Where the registers sit:
Other sequential cells in the stronger gray, the rest of the logic in the fainter gray.
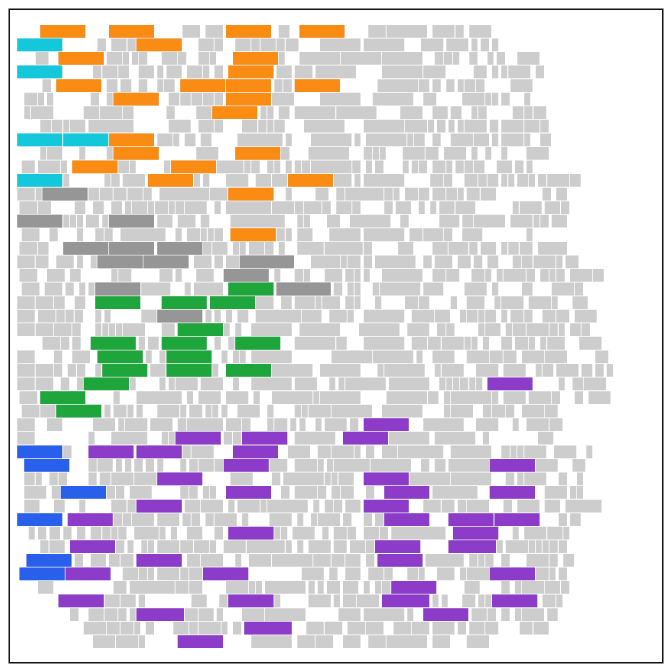
I/O pins on the die edge:
Pins as bars across the die edge, other pins in gray.
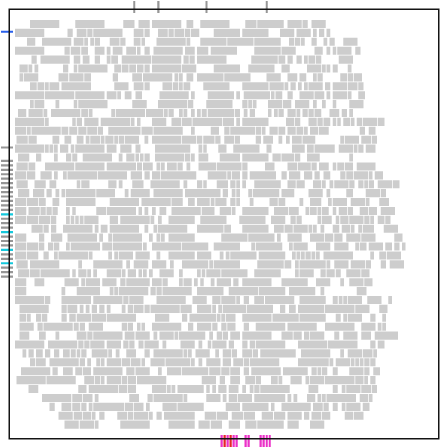
Clock network drawn from the DEF:
Scale bar: 50 um.
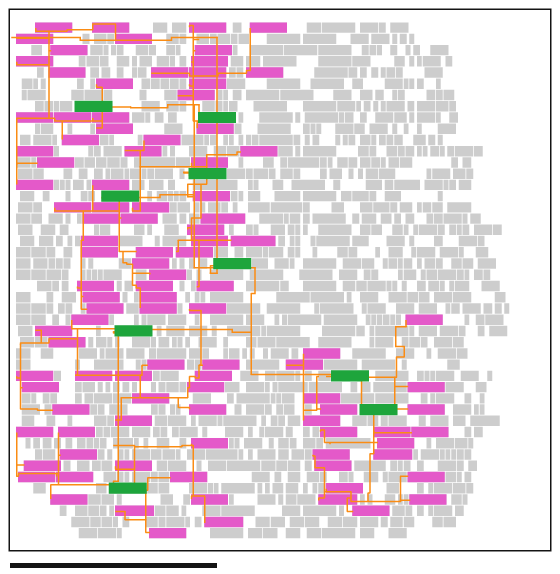
Design bid_auction_scheduler, sky130hd; sources not shown.
==> job_summary.md <==
### Flow metrics

| Metric | Value |
|---|---|
| Hold Path Stages | `2` |
| Worst hold-check path type | `reg -> reg` |
| RSZ-0062 raised after global routing | `false` |
| Slew Limit Fails | `0` |
| AO/OA Area Share | `18.28%` |
| Clock buffers and inverters, area share | `2.927%` |
| Top-count cell post-synth | `ha_1` |
| Final HPWL DP | `18040 um` |
| Area-dominant class | `logic gates` |
| M1 wire length | `11110 um` |
| Post-route cell area | `10820 sq um` |
| Top layer in use | `met4` |
| Clock transition at path regs | `0.07 ns` |
| Max Freq | `0.08830 GHz` |
| Worst R2R Path Depth | `45` |
| WL/cell | `18.14 um` |
| Max-slew headroom | `39.63%` |
| Vias in the first global route | `7523` |
| Non-clock buffers | `46` |
| Total of max-cap violations | `0` |
| Drt pass-1 iters | `4` |
| Status | `complete, no violations` |
| Tapcell count | `216` |
| # DRC | `0` |
| Busiest grt layer | `met1` |
| CTS Root Cell | `clkbuf_16` |
| Yosys simple share | `13.17%` |
| Synth area leaders | `dfrtp_1 (25%), ha_1 (15%), mux4_2 (14%)` |
| H-tree depth | `3` |
| Gpl congestion | `0.9779` |
| Number of flip-flops in the largest register | `40` |
| Most numerous logic cell after layout | `ha_1` |
| Boundary Pins | `45` |
| Crit-path slowest cell | `dfstp_4` |
| Adder share | `15.90%` |
| Synthesized cell area | `9946 sq um` |
| Multi-input gate count | `785` |
| Floorplan-stage core utilization | `61.94%` |
| CTS sink cnt | `104` |
| Slowest stage delay, CP | `1.19 ns` |
| Fin cells | `1286` |
| Via count | `8162` |
| CP arrival | `11.53 ns` |
| Layout clock buffer count | `10` |
| Ys cells | `1048` |
| Cell count after synthesis | `1048` |
| Dominant register cell | `dfrtp_1` |
| Net count after synthesis | `1197` |
| GRT overflow | `0` |
| FF-to-FF setup slack | `8.57 ns` |
| Setup-failing EPs final | `0` |
| Synth top cells by count | `ha_1 (120), inv_1 (118), a21oi_1 (109)` |
| Longest Clk Path Bufs | `2` |
| Final Hold Fails | `0` |
| Met3 routed WL | `1445 um` |
| MUX share of area | `15.35%` |
| Row cnt | `46` |
| Setup TNS | `0 ns` |
| Num CTS Buffers | `9` |
| Worst path bufs/invs | `0` |
| Syn Area/Cell | `9.490 sq um` |
| Post-Place Cell Area | `10500 sq um` |
| Area leader, netlist | `dfrtp_1` |
| Min Hold Slack | `0.4848 ns` |
| Core Box Area | `16060 sq um` |
| Final wirelength | `23330 um` |
| Post-Synth XOR/XNOR Area | `4.667%` |
| CP Class | `reg -> reg` |
| # hold bufs at CTS | `0` |
| Worst setup SP type | `flip-flop` |
| Cycle use final | `56.91%` |
| Gate Area | `6700 sq um` |
| Placed cells | `1272` |
| Post CTS Setup Buffer Count | `0` |
| Filler cells | `1233` |
Back to the opening pictures, 'where the registers sit':
blue -> refillCnt_q  # sequential cells 6, where south-west
purple -> bal_q  # sequential cells 40
orange -> age_q  # sequential cells 24
green -> bidLatch_q  # sequential cells 16, where west
cyan -> hold_q  # sequential cells 5, where north-west
not colored = 13
register area: 2618 sq um
flop share of the area: 24.20%
fin util: 67.36%

Back to the opening pictures, 'I/O pins on the die edge':
cyan -> bid_2  # pins 4, direction input, edge west
red -> bal_sel  # pins 2, direction input, edge south
blue -> clk  # pins 1, direction input, edge west
magenta -> bal_out  # pins 10, direction output, edge south
die span in x: 130.8 um
Die Ht: 130.8 um
IO Port Bufs: 44

Back to the opening pictures, 'clock network drawn from the DEF':
green -> cells driving clock nets  # count 9
orange -> clock wires  # length 1280 um
magenta -> flip-flops  # count 104
routed clock nets = 10
Post-Route Skew: 0.01104 ns
clk latency late pin: 0.36 ns

